File: src/rtl/top_controller.sv
// Matrix-multiply engine C = A x B over three on-chip memories.
// One (i,j,k) operand read per cycle, single MAC pipeline, results streamed into MEM_C.

module top_mem_rd #(
  parameter int W     = 8,
  parameter int AW    = 12,
  parameter int DEPTH = 4096
) (
  input  logic          clk,
  input  logic [AW-1:0] addr,
  output logic [W-1:0]  rdata
);
  logic [W-1:0] array [0:DEPTH-1];

  always_ff @(posedge clk) begin
    rdata <= array[addr];
  end
endmodule

module top_mem_wr #(
  parameter int W     = 22,
  parameter int AW    = 12,
  parameter int DEPTH = 4096
) (
  input  logic          clk,
  input  logic          we,
  input  logic [AW-1:0] addr,
  input  logic [W-1:0]  wdata
);
  logic [W-1:0] array [0:DEPTH-1];

  always_ff @(posedge clk) begin
    if (we) array[addr] <= wdata;
  end
endmodule

module top_controller #(
  parameter int N  = 64,
  parameter int DW = 8,
  parameter int OW = 22,
  parameter int AW = 12
) (
  input  logic clk,
  input  logic rstn,
  input  logic start,
  output logic done
);
  localparam int LW = $clog2(N);
  localparam logic [LW-1:0] KMAX = LW'(N - 1);

  typedef enum logic [1:0] {IDLE, RUN, FLUSH, DONE} state_t;

  state_t        state_q;
  logic [LW-1:0] i_q, j_q, k_q;
  logic          done_q;
  logic          issue, last_issue;
  logic [AW-1:0] addr_a, addr_b;
  logic [DW-1:0] rd_a, rd_b;

  logic          vld_p1_q, first_p1_q, last_p1_q, fin_p1_q;
  logic [AW-1:0] caddr_p1_q;
  logic signed [OW-1:0] acc_q, acc_d, prod_p1;

  logic          wr_p2_q, fin_p2_q;
  logic [AW-1:0] caddr_p2_q;
  logic [OW-1:0] wdata_p2_q;

  function automatic logic signed [OW-1:0] mul_sext(input logic [DW-1:0] a,
                                                    input logic [DW-1:0] b);
    logic signed [2*DW-1:0] p;
    p = $signed(a) * $signed(b);
    return {{(OW-2*DW){p[2*DW-1]}}, p};
  endfunction

  assign issue      = (state_q == RUN);
  assign last_issue = issue && (i_q == KMAX) && (j_q == KMAX) && (k_q == KMAX);
  assign addr_a     = AW'({i_q, k_q});
  assign addr_b     = AW'({k_q, j_q});
  assign done       = done_q;

  always_ff @(posedge clk or negedge rstn) begin
    if (!rstn) begin
      state_q <= IDLE;
      i_q     <= '0;
      j_q     <= '0;
      k_q     <= '0;
      done_q  <= 1'b0;
    end else begin
      done_q <= 1'b0;
      case (state_q)
        IDLE: if (start) state_q <= RUN;
        RUN: begin
          // Counters wrap back to zero naturally after the final (N-1,N-1,N-1) issue.
          k_q <= k_q + LW'(1);
          if (k_q == KMAX) begin
            j_q <= j_q + LW'(1);
            if (j_q == KMAX) i_q <= i_q + LW'(1);
          end
          if (last_issue) state_q <= FLUSH;
        end
        FLUSH: begin
          if (wr_p2_q && fin_p2_q) begin
            state_q <= DONE;
            done_q  <= 1'b1;
          end
        end
        DONE:    state_q <= IDLE;
        default: state_q <= IDLE;
      endcase
    end
  end

  top_mem_rd #(.W(DW), .AW(AW), .DEPTH(N*N)) MEM_A (
    .clk(clk), .addr(addr_a), .rdata(rd_a)
  );
  top_mem_rd #(.W(DW), .AW(AW), .DEPTH(N*N)) MEM_B (
    .clk(clk), .addr(addr_b), .rdata(rd_b)
  );

  // p1: operands arrive from memory, MAC into the accumulator
  always_ff @(posedge clk or negedge rstn) begin
    if (!rstn) begin
      vld_p1_q <= 1'b0;
      wr_p2_q  <= 1'b0;
    end else begin
      vld_p1_q <= issue;
      wr_p2_q  <= vld_p1_q && last_p1_q;
    end
  end

  always_ff @(posedge clk) begin
    first_p1_q <= (k_q == '0);
    last_p1_q  <= (k_q == KMAX);
    fin_p1_q   <= last_issue;
    caddr_p1_q <= AW'({i_q, j_q});
  end

  assign prod_p1 = mul_sext(rd_a, rd_b);

  always_comb begin
    acc_d = acc_q;
    if (vld_p1_q) acc_d = first_p1_q ? prod_p1 : acc_q + prod_p1;
  end

  always_ff @(posedge clk or negedge rstn) begin
    if (!rstn) acc_q <= '0;
    else       acc_q <= acc_d;
  end

  // p2: completed element written to MEM_C while the next one accumulates
  always_ff @(posedge clk) begin
    fin_p2_q   <= fin_p1_q;
    caddr_p2_q <= caddr_p1_q;
    wdata_p2_q <= acc_d;
  end

  top_mem_wr #(.W(OW), .AW(AW), .DEPTH(N*N)) MEM_C (
    .clk(clk), .we(wr_p2_q), .addr(caddr_p2_q), .wdata(wdata_p2_q)
  );
endmodule

File: config.mk
export PLATFORM = sky130hd
export DESIGN_NAME = top_controller
export DESIGN_NICKNAME = d
export VERILOG_FILES = /design/src/rtl/top_controller.sv
export SDC_FILE = /design/constraint.sdc
export NUM_CORES = 1
export LEC_CHECK = 0
export CAP_MARGIN = 5
export CORE_MARGIN = 5
export CORE_UTILIZATION = 45
export CTS_CLUSTER_SIZE = 28
export DETAILED_ROUTE_END_ITERATION = 12
export PLACE_DENSITY_LB_ADDON = 0.25
export SYNTH_ARGS = -nofsm -noshare
export SYNTH_HDL_FRONTEND = slang
export SYNTH_SLANG_ARGS = --single-unit
File: constraint.sdc
create_clock -name clk -period 2.4 [get_ports clk]
set_input_delay 0.6 -clock clk [delete_from_list [all_inputs] [get_ports clk]]
set_output_delay 0.6 -clock clk [all_outputs]
set_load 0.1 [all_outputs]
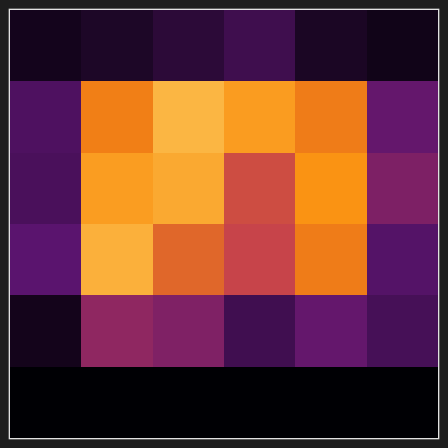
**Above:** run 1 (placement density heat map).
The die is cut into 6 by 6 equal tiles; black is low, pale yellow is high, 0 to 100% covered.
nearly empty tiles	17%
fullest tile	84%
mean over tiles	34%
densest ninth of the die	centre
tiles over 75% full	17%

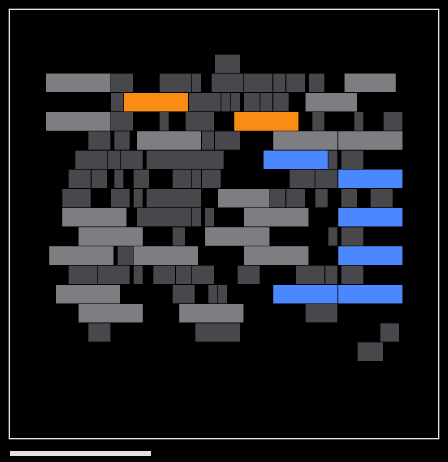
**Above:** run 1 (where the registers sit).
Scale bar: 20 microns. Other sequential cells in the stronger grey, the rest of the logic in the fainter grey.
name in the netlist	colour	sequential cells
i_q	blue	6
state_q	orange	2

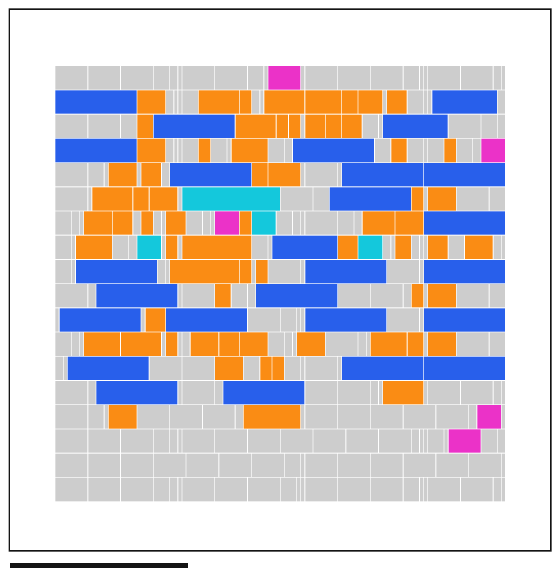
**Above:** run 1 (cell classes on the final placement).
Scale bar: 20 microns. Fill, decap, tap and diode cells in grey.
class	colour	cells	share of their area
all other logic	orange	66	41%
other buffers and delay cells	magenta	5	3.4%
clock drivers and dummy loads	cyan	4	4.2%
flip-flops	blue	26	51%

==> ci_impl_report.md, run 1 <==
## Implementation flow summary

| Metric | Value |
|---|---|
| Status | `finished clean` |
| H-tree Lvls | `1` |
| Critical path arrival | `between 2 and 2.5 ns` |
| Largest net degree at the start of global routing | `24` |
| Ys cells | `slightly above 90` |
| Layout Nets | `~110` |
| R2r endpoint | `i_q[5]$_DFFE_PN0P_` |
| Seq power | `roughly 0.44 mW` |
| Main logic family | `simple AND/OR/NAND/NOR gates` |
| CP max stage delay | `0.43 ns` |
| Leakage | `~0.60 nW` |
| Critical Path RT | `2.66 ns` |
| Overall routing resource usage | `0.112` |
| Final HPWL DP | `1270 microns` |
| MI comb area | `507 sq um` |
| Worst-path cell chain | `inv_1 > ha_1 > buf_4 > nand4_4 > or3_4 > nor3_2 > xor2_1` |
| Yosys xor share | `0.114` |
| Wirelength per Cell | `roughly 13 microns` |
| VDD IR max | `0.481 mV` |
| Ao+oa area frac | `0.0108` |
| Comb power | `between 0.01 and 0.015 mW` |
| Relative slew slack | `0.768` |
| Final Cell Area | `1280 sq um` |
| Antenna diodes | `0` |
| Drt first pass iters | `4` |
| HP Start | `fin_p1_q$_DFF_P_` |
| Post-synth seq share | `0.550` |
| Leading cell kind | `sequential cells` |
| Vias post-DR | `between 600 and 700` |
| FF-to-FF path depth | `7` |
| Largest registers | `i_q (6), j_q (6), k_q (6)` |
| Total core area | `roughly 2500 sq um` |
| Setup crit end kind | `flip-flop` |
| Pwr dens | `about 580 nW/um^2` |
| Fraction of area in multi-input gates | `0.395` |
| Clock Power Share | `0.398` |
| Period utilisation layout | `0.773` |
| Crit path depth | `7` |
| Flop-to-flop setup slack | `0.54 ns` |
| Main synth FF type | `dfrtp_1` |
| Maximum root-to-sink buffer count | `2` |
| DRT iter0 DRCs | `13` |
| Row Count | `18` |
| DIE AREA | `between 3000 and 4000 sq um` |
| Ys async rst share | `0.885` |
| WL final | `1660 microns` |
| Count of tool warnings | `28` |
| Setup Viol. Count Final | `0` |
| Reg power frac | `0.587` |
| Antenna viol nets, final | `0` |
| Final core utilization | `0.518` |
| Cell area after placement | `1230 sq um` |
| Distinct lib cells | `25` |
| Fraction of area in registers | `0.496` |
| Power Internal | `~0.61 mW` |
| Setup Slack @ Placement | `roughly 0.45 ns` |
| RSZ-0062 raised after global routing | `no` |
| YS chip area | `1150 sq um` |
| Slew @ Worst Pin | `approximately 0.35 ns` |
| Dominant logic cell types in the final layout | `dfrtp_1 (23), xor2_1 (8), nand2_1 (7), xnor2_1 (7)` |
| EDFF count, synth | `0` |
| CP delay by family, top | `simple AND/OR/NAND/NOR gates` |
| Cts bufs inserted | `3` |
**Run 1: metal layers overlaid**

Scale bar: 20 microns. Two of the layers only.
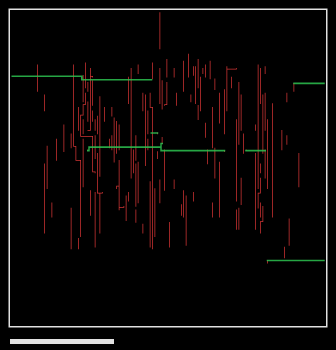

--- run 2 (diff from run 1) ---
Clock period 2.4 ns to 1.6 ns, I/O delays scaled along.
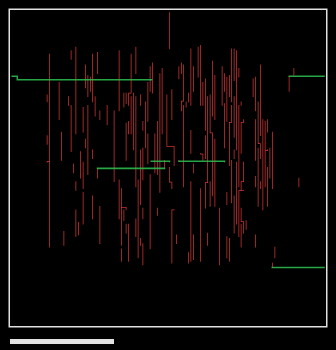
**Above:** run 2 (metal layers overlaid).
Scale bar: 20 microns. Two of the layers only.
layer	colour	wire length
met2	red	1020 microns
met3	green	69.0 microns
vias post-DR: 743
overall routing resource usage: 0.128
WL final: 1980 microns

==> ci_impl_report.md, run 2 <==
## Implementation flow summary

| Metric | Value |
|---|---|
| R2r endpoint | `i_q[5]$_DFFE_PN0P_` |
| DR top layer | `met4` |
| Fillers | `~210` |
| Post-synth seq share | `0.550` |
| Largest registers | `i_q (6), j_q (6), k_q (6)` |
| Hold depth | `0` |
| Setup Viol. Count Final | `0` |
| Power Internal | `0.801 mW` |
| Yosys xor share | `0.114` |
| Cts bufs inserted | `3` |
| RSZ-0062 raised after global routing | `yes` |
| Flop-to-flop setup slack | `about 0.022 ns` |
| CP max stage delay | `about 0.43 ns` |
| Seq power | `roughly 0.66 mW` |
| Relative slew slack | `0.767` |
| Dominant logic cell types in the final layout | `dfrtp_1 (23), buf_4 (17), xor2_1 (8)` |
| Layout Nets | `roughly 130` |
| Count of tool warnings | `29` |
| Clock Power Share | `0.324` |
| Largest net degree at the start of global routing | `24` |
| Final Cell Area | `1520 sq um` |
| Leading cell kind | `sequential cells` |
| Row Count | `18` |
| Critical path fanouts, max | `4` |
| Fraction of area in multi-input gates | `0.409` |
| Worst-path cell chain | `inv_2 > ha_4 > nand4_4 > or3_4 > nor3_2 > xor2_1` |
| Top Usage Layer GRT | `met2` |
| Distinct lib cells | `25` |
| Drt first pass iters | `4` |
| Top pwr grp | `registers` |
| Final Power | `0.997 mW` |
| Period utilisation layout | `0.986` |
| Antenna viol nets, final | `0` |
| Maximum root-to-sink buffer count | `2` |
| Setup crit end kind | `flip-flop` |
| H-tree Lvls | `1` |
| Ys cells | `~93` |
| HP Start | `fin_p1_q$_DFF_P_` |
| GR Overflow Total | `0` |
| Met1 Routed Length | `between 800 and 900 microns` |
| Main synth FF type | `dfrtp_1` |
| Antenna diodes | `0` |
| CP delay by family, top | `simple AND/OR/NAND/NOR gates` |
| # port buffers | `3` |
| DIE AREA | `3680 sq um` |
| FF-to-FF path depth | `6` |
| Ao+oa area frac | `0.0108` |
| Start point of the critical path | `state_q[1]$_DFFE_PN0P_` |
| YS chip area | `between 1000 and 1500 sq um` |
| Worst hold path type | `reg2reg` |
| EDFF count, synth | `0` |
| Total core area | `2480 sq um` |
| Crit path depth | `6` |
| VDD IR max | `around 0.69 mV` |
| Critical path arrival | `approximately 1.8 ns` |
| Slew @ Worst Pin | `around 0.35 ns` |
| # Post-CTS Setup Buffers | `1` |
| Wirelength per Cell | `~13 microns` |
| Setup Slack @ Placement | `-0.134 ns` |
| MI comb area | `approximately 620 sq um` |
| Status | `finished clean` |
| Critical Path RT | `about 1.8 ns` |
| DRT iter0 DRCs | `23` |
| Pwr dens | `around 660 nW/um^2` |
| Comb power | `about 0.018 mW` |
| Leakage | `around 0.7 nW` |
| Post-CTS Hold Buffers | `0` |
| Ys async rst share | `0.885` |
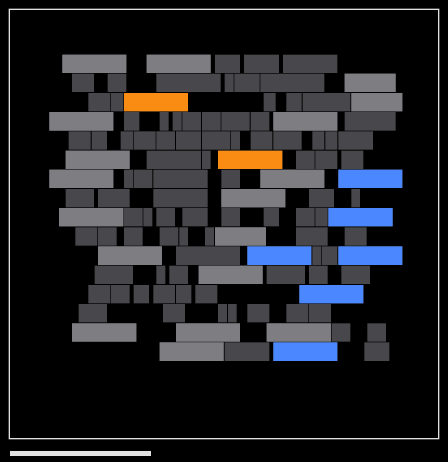
**Above:** run 2 (where the registers sit).
Scale bar: 20 microns. Other sequential cells in the stronger grey, the rest of the logic in the fainter grey.
name in the netlist	colour	sequential cells
i_q	blue	6
state_q	orange	2
not coloured	18
fraction of area in registers: 0.419
final core utilization: 0.612
Reg area: 636 sq um

--- run 3 (diff from run 2) ---
==> constraint.sdc (replaced) <==
create_clock -name clk -period 1.8 [get_ports clk]
set_input_delay 0.36 -clock clk [delete_from_list [all_inputs] [get_ports clk]]
set_output_delay 0.36 -clock clk [all_outputs]
set_load 0.1 [all_outputs]
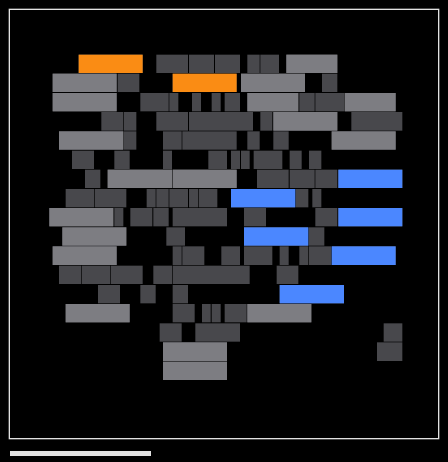
**Above:** run 3 (where the registers sit).
Scale bar: 20 microns. Other sequential cells in the stronger grey, the rest of the logic in the fainter grey.
name in the netlist	colour	sequential cells
state_q	orange	2
i_q	blue	6
not coloured	18
final core utilization: 0.541
Seq power: 0.583 mW
fraction of area in registers: 0.474

==> ci_impl_report.md, run 3 <==
## Implementation flow summary

| Metric | Value |
|---|---|
| Setup_tns | `0 ns` |
| VDD IR max | `approximately 0.65 mV` |
| YS chip area | `between 1000 and 1500 sq um` |
| Flop-to-flop setup slack | `between 0.07 and 0.08 ns` |
| Pwr dens | `approximately 740 nW/um^2` |
| Core utilization at floorplan | `0.466` |
| Slew @ Worst Pin | `about 0.31 ns` |
| CP max stage delay | `0.42 ns` |
| Period utilisation layout | `0.961` |
| Reg area | `between 600 and 700 sq um` |
| Count of pins over their slew limit | `0` |
| Fmax | `0.578 GHz` |
| Critical path arrival | `roughly 2.0 ns` |
| Main logic family | `simple AND/OR/NAND/NOR gates` |
| Setup crit end kind | `flip-flop` |
| Layout Nets | `115` |
| H-tree Lvls | `1` |
| Largest net degree at the start of global routing | `24` |
| Yosys xor share | `0.114` |
| Hold depth | `0` |
| # Post-CTS Setup Buffers | `0` |
| Leading cell kind | `sequential cells` |
| CP delay by family, top | `flip-flops` |
| Leakage | `0.624 nW` |
| Status | `finished clean` |
| HP Start | `fin_p1_q$_DFF_P_` |
| Max Cap Violations | `0` |
| DRT iter0 DRCs | `3` |
| Top Usage Layer GRT | `met2` |
| Main synth FF type | `dfrtp_1` |
| Final HPWL DP | `~1300 microns` |
| Met1 Routed Length | `~820 microns` |
| Top pwr grp | `registers` |
| CTS tree | `yes` |
| Ao+oa area frac | `0.0108` |
| Ys async rst share | `0.885` |
| Setup Slack @ Placement | `-0.0174 ns` |
| Ys cells | `93` |
| Critical path fanouts, max | `3` |
| Clock Power Share | `0.400` |
| Cts bufs inserted | `3` |
| Final Cell Area | `1340 sq um` |
| Clock slew at reported path FFs | `~0.15 ns` |
| Antenna viol nets, final | `0` |
| Worst hold path type | `reg2reg` |
| Drt first pass iters | `2` |
| Cell area after placement | `approximately 1300 sq um` |
| # port buffers | `3` |
| DR top layer | `met4` |
| Fillers | `roughly 210` |
| Dominant logic cell types in the final layout | `dfrtp_1 (23), xor2_1 (8), nand2_1 (7), xnor2_1 (7)` |
| Power Internal | `approximately 0.81 mW` |
| Setup Viol. Count Final | `0` |
| EDFF count, synth | `0` |
| MI comb area | `523 sq um` |
| Maximum root-to-sink buffer count | `2` |
| Row Count | `18` |
| Fraction of area in multi-input gates | `0.390` |
| Placed Instances | `around 130` |
| Count leader, synth | `dfrtp_1` |
| DIE AREA | `between 3000 and 4000 sq um` |
| Total core area | `roughly 2500 sq um` |
| Crit path depth | `6` |
| Buffer and inverter count on the worst path | `1` |
| Comb power | `approximately 0.015 mW` |
| Count of tool warnings | `28` |
| Met3 GRT Util | `0.0255` |
| Psw | `approximately 0.18 mW` |
| FF-to-FF path depth | `6` |
| Post-CTS Hold Buffers | `0` |
| Critical Path RT | `between 2 and 2.5 ns` |
| Post-synth seq share | `0.550` |
| Worst-path cell chain | `inv_1 > ha_1 > a21boi_2 > nor4_1 > a21oi_1 > mux2_2` |
| Main area contributors | `dfrtp_1 (50%), ha_1 (6.5%), xor2_1 (6.1%)` |
| Antenna diodes | `0` |
| Tap cell count | `30` |
| First-pass GRT wire length | `approximately 3000 microns` |
| GR Overflow Total | `0` |
| Start point of the critical path | `state_q[0]$_DFFE_PN0P_` |
| Yosys simple share | `0.202` |
| Relative slew slack | `0.790` |
| Distinct lib cells | `25` |
| R2r endpoint | `state_q[1]$_DFFE_PN0P_` |
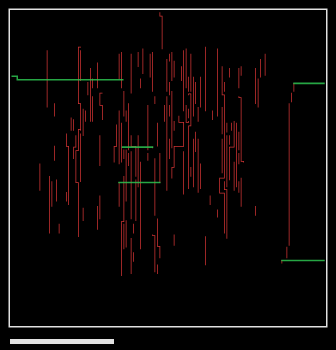
**Above:** run 3 (metal layers overlaid).
Scale bar: 20 microns. Two of the layers only.
layer	colour	wire length
met2	red	843 microns
met3	green	49.2 microns
vias post-DR: 683
Wirelength per Cell: 12.8 microns
WL final: 1720 microns
overall routing resource usage: 0.109

Power and IR drop assume default switching activity.
